**Track usage over the die**

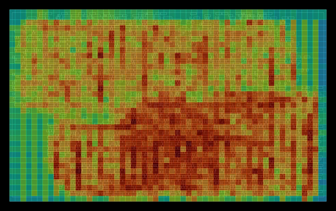
**Logic cells by family**

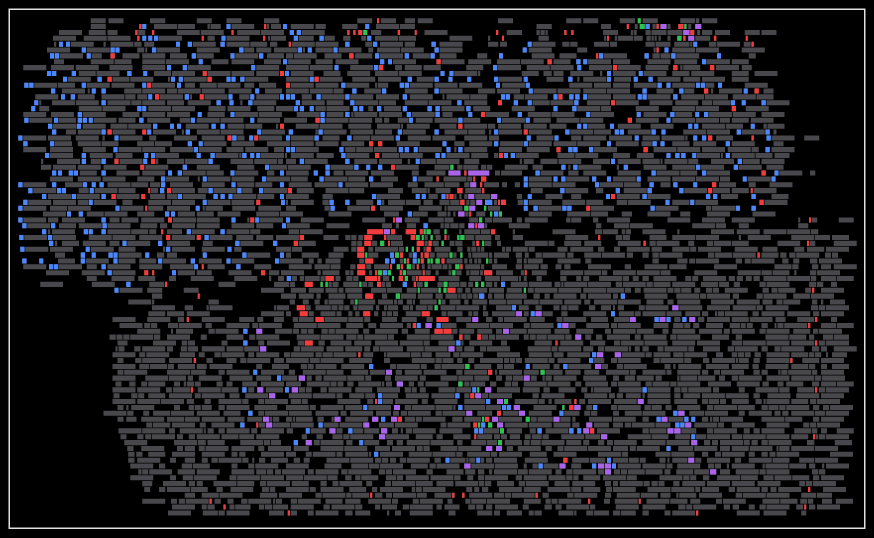
**Where the registers sit**

Bar = 100 µm.
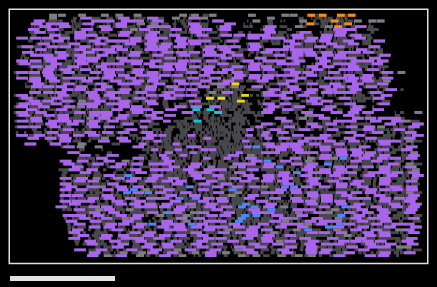
--- config.mk ---
export PLATFORM = sky130hd
export DESIGN_NAME = wb_trace_capture
export DESIGN_NICKNAME = d
export VERILOG_FILES = /design/src/rtl/wb_trace_capture.sv
export SDC_FILE = /design/constraint.sdc
export NUM_CORES = 2
export LEC_CHECK = 0
export ABC_CLOCK_PERIOD_IN_PS = 8400
export CAP_MARGIN = 30
export CORE_ASPECT_RATIO = 0.6
export CORE_MARGIN = 3
export CORE_UTILIZATION = 61
export CTS_BUF_LIST = sky130_fd_sc_hd__clkbuf_8
export CTS_CLUSTER_SIZE = 24
export DETAILED_ROUTE_END_ITERATION = 8
export DONT_BUFFER_PORTS = 1
export PLACE_DENSITY = 0.82
export SLEW_MARGIN = 10
export SYNTH_ARGS = -nofsm -noshare
export SYNTH_HDL_FRONTEND = slang
export SYNTH_SLANG_ARGS = --single-unit
--- constraint.sdc ---
create_clock -name Clk -period 8.4 [get_ports Clk]
set_input_delay 0.84 -clock Clk [delete_from_list [all_inputs] [get_ports Clk]]
set_output_delay 0.84 -clock Clk [all_outputs]
set_load 0.005 [all_outputs]
--- src/rtl/wb_trace_capture.sv ---
// Trace capture of processor $v0/$v1 changes into a small FIFO, tagged with the fetch PC.
// Optional macro WB_TRACE_TIMESTAMP_EN adds a 16-bit cycle stamp per entry (rd_ts).
module wb_trace_capture #(
    parameter int DEPTH = 16,
    parameter int CNTW  = 8
) (
    input  logic                     Clk,
    input  logic                     Reset,
    input  logic [31:0]              out_v0,
    input  logic [31:0]              out_v1,
    input  logic [31:0]              out_PC,
    input  logic                     capture_en,
    input  logic                     clr,
    output logic                     rd_valid,
    input  logic                     rd_ready,
    output logic [1:0]               rd_tag,
    output logic [31:0]              rd_pc,
    output logic [31:0]              rd_value,
    output logic [$clog2(DEPTH):0]   count,
    output logic                     overflow,
    output logic [CNTW-1:0]          drop_cnt
`ifdef WB_TRACE_TIMESTAMP_EN
    ,
    output logic [15:0]              rd_ts
`endif
);

    localparam int AW = $clog2(DEPTH);

    typedef struct packed {
        logic [1:0]  tag;
        logic [31:0] pc;
        logic [31:0] value;
`ifdef WB_TRACE_TIMESTAMP_EN
        logic [15:0] ts;
`endif
    } entry_t;

    logic [31:0]     prev_v0_r;
    logic [31:0]     prev_v1_r;
    logic [AW-1:0]   rd_ptr_r;
    logic [AW-1:0]   wr_ptr_r;
    logic [AW:0]     count_r;
    logic            rd_valid_r;
    logic            overflow_r;
    logic [CNTW-1:0] drop_cnt_r;
    entry_t          head_r;
    entry_t          mem_r [DEPTH];
`ifdef WB_TRACE_TIMESTAMP_EN
    logic [15:0]     ts_r;
`endif

    logic            chg0_s;
    logic            chg1_s;
    logic            pop_s;
    logic [AW:0]     cnt_after_pop_s;
    logic [AW:0]     cnt_nxt_s;
    logic [AW+1:0]   free_s;
    logic [1:0]      n_pend_s;
    logic [1:0]      n_st_s;
    logic [1:0]      n_drop_s;
    logic [AW-1:0]   rd_nxt_s;
    logic [AW-1:0]   wr_ptr1_s;
    logic [AW-1:0]   wr_nxt_s;
    entry_t          entry_a_s;
    entry_t          entry_b_s;
    entry_t          head_nxt_s;
    logic [CNTW+1:0] drop_sum_s;
    logic [CNTW-1:0] drop_nxt_s;

    // Change detection, free space after the same-cycle pop, and next head entry.
    always_comb begin
        chg0_s          = capture_en && (out_v0 != prev_v0_r);
        chg1_s          = capture_en && (out_v1 != prev_v1_r);
        pop_s           = rd_valid_r && rd_ready;
        cnt_after_pop_s = count_r - (AW+1)'(pop_s);
        free_s          = (AW+2)'(DEPTH) - (AW+2)'(cnt_after_pop_s);
        n_pend_s        = {1'b0, chg0_s} + {1'b0, chg1_s};
        if (free_s >= (AW+2)'(n_pend_s)) begin
            n_st_s = n_pend_s;
        end else begin
            n_st_s = free_s[1:0];
        end
        n_drop_s = n_pend_s - n_st_s;

        // Entry A is the v0 change when present, so v0 wins the last free slot.
        entry_a_s    = {$bits(entry_t){1'b0}};
        entry_a_s.pc = out_PC;
`ifdef WB_TRACE_TIMESTAMP_EN
        entry_a_s.ts = ts_r;
`endif
        if (chg0_s) begin
            entry_a_s.tag   = 2'b01;
            entry_a_s.value = out_v0;
        end else begin
            entry_a_s.tag   = 2'b10;
            entry_a_s.value = out_v1;
        end
        entry_b_s       = entry_a_s;
        entry_b_s.tag   = 2'b10;
        entry_b_s.value = out_v1;

        cnt_nxt_s = cnt_after_pop_s + (AW+1)'(n_st_s);
        rd_nxt_s  = rd_ptr_r + AW'(pop_s);
        wr_ptr1_s = wr_ptr_r + AW'(1'b1);
        wr_nxt_s  = wr_ptr_r + AW'(n_st_s);

        if (cnt_nxt_s == {(AW+1){1'b0}}) begin
            head_nxt_s = {$bits(entry_t){1'b0}};
        end else if (cnt_after_pop_s == {(AW+1){1'b0}}) begin
            head_nxt_s = entry_a_s;
        end else begin
            head_nxt_s = mem_r[rd_nxt_s];
        end

        drop_sum_s = (CNTW+2)'(drop_cnt_r) + (CNTW+2)'(n_drop_s);
        if (drop_sum_s > (CNTW+2)'({CNTW{1'b1}})) begin
            drop_nxt_s = {CNTW{1'b1}};
        end else begin
            drop_nxt_s = drop_sum_s[CNTW-1:0];
        end
    end

    // Pointer, occupancy, flag and registered head-of-queue state.
    always_ff @(posedge Clk) begin
        if (!Reset) begin
            prev_v0_r  <= 32'd0;
            prev_v1_r  <= 32'd0;
            rd_ptr_r   <= {AW{1'b0}};
            wr_ptr_r   <= {AW{1'b0}};
            count_r    <= {(AW+1){1'b0}};
            rd_valid_r <= 1'b0;
            overflow_r <= 1'b0;
            drop_cnt_r <= {CNTW{1'b0}};
            head_r     <= {$bits(entry_t){1'b0}};
        end else begin
            prev_v0_r <= out_v0;
            prev_v1_r <= out_v1;
            if (clr) begin
                rd_ptr_r   <= {AW{1'b0}};
                wr_ptr_r   <= {AW{1'b0}};
                count_r    <= {(AW+1){1'b0}};
                rd_valid_r <= 1'b0;
                overflow_r <= 1'b0;
                drop_cnt_r <= {CNTW{1'b0}};
                head_r     <= {$bits(entry_t){1'b0}};
            end else begin
                rd_ptr_r   <= rd_nxt_s;
                wr_ptr_r   <= wr_nxt_s;
                count_r    <= cnt_nxt_s;
                rd_valid_r <= (cnt_nxt_s != {(AW+1){1'b0}});
                overflow_r <= overflow_r | (n_drop_s != 2'd0);
                drop_cnt_r <= drop_nxt_s;
                head_r     <= head_nxt_s;
            end
        end
    end

    // Entry storage; contents need no reset because occupancy gates every read.
    always_ff @(posedge Clk) begin
        if (Reset && !clr) begin
            if (n_st_s != 2'd0) begin
                mem_r[wr_ptr_r] <= entry_a_s;
            end
            if (n_st_s == 2'd2) begin
                mem_r[wr_ptr1_s] <= entry_b_s;
            end
        end
    end

`ifdef WB_TRACE_TIMESTAMP_EN
    // Free-running cycle stamp, wraps naturally at 16 bits.
    always_ff @(posedge Clk) begin
        if (!Reset) begin
            ts_r <= 16'd0;
        end else begin
            ts_r <= ts_r + 16'd1;
        end
    end

    assign rd_ts = head_r.ts;
`endif

    assign rd_valid = rd_valid_r;
    assign rd_tag   = head_r.tag;
    assign rd_pc    = head_r.pc;
    assign rd_value = head_r.value;
    assign count    = count_r;
    assign overflow = overflow_r;
    assign drop_cnt = drop_cnt_r;

endmodule

==> changes_impl.md <==
## Flow update

- Layout-stage area growth over the synthesis result: 8.416%
- Switching pwr: 0.003739 W
- Count leader, synth: edfxtp_1
- Logic depth of the worst register-to-register path: 21
- Met1 wire length: 57900 µm
- Initial antenna violation count: 2
- Largest register FFs: 1056
- Die area: 95250 µm²
- Worst-Margin Slew: 1.053 ns
- Hold Violations, Final: 0
- Share of async-settable or async-resettable flops after synthesis: 0
- Total placed instance area: 57020 µm²
- Number of clock buffers inserted by TritonCTS: 172
- HP Class: primary input to flip-flop
- Internal power summed over all cells: 0.009837 W
- Max Clock Skew: 0.06367 ns
- Status: finished clean
- Top non-seq family: multiplexers
- Switch share: 0.2754
- Hold-fix buffers at CTS: 0
- RSZ-0062 raised after global routing: no
- Flip-flops: around 1200
- Most flops, register: mem_r
- Met3 wire len: approximately 25000 µm
- Origin of the worst setup path: prev_v0_r[18]$_SDFF_PN0_
- First-pass GRT wire length: 231100 µm
- Biggest area consumer among cell classes: sequential cells
- # Cells Yosys: 3660
- Die extent in y: 240.3 µm
- Number of placement rows: 85
-- 'track usage over the die' (at the start) --
routing usage on met3: 0.1276
Global Route met2 Usage: 0.4838
final routed wire length divided by cell count: 32.46 µm
highest-utilization routing layer at the global route stage: met2
core occupancy in the finished layout: 0.6707

-- 'logic cells by family' (at the start) --
legend:
  xor and xnor cells:
    colour: purple
    cells: 80
    most_used: xnor2_1
  nor cells:
    colour: red
    cells: 219
    most_used: nor2_1
    where: all over the die
  and/or cells:
    colour: blue
    cells: 530
    most_used: and2_1
  nand cells:
    colour: green
    cells: 70
    most_used: nand2_1
    where: middle
combinational fraction of the cell area: 0.3318
most frequent logic cell in the layout: edfxtp_1
post-layout instance count excluding filler cells: 4877

-- 'where the registers sit' (at the start) --
legend:
  count:
    colour: yellow
    sequential_cells: 5
  prev_v1_r:
    colour: blue
    sequential_cells: 32
  mem_r:
    colour: purple
    sequential_cells: 1056
    where: all over the die
  drop_cnt:
    colour: orange
    sequential_cells: 8
    where: top right
  wr_ptr_r:
    colour: cyan
    sequential_cells: 4
    where: middle
register cell area after layout: 34450 µm²
sequential portion of the cell area: 0.5696
Power Sequential: 0.00688 W

No activity file was given, so power comes from the tool's default toggle rates.
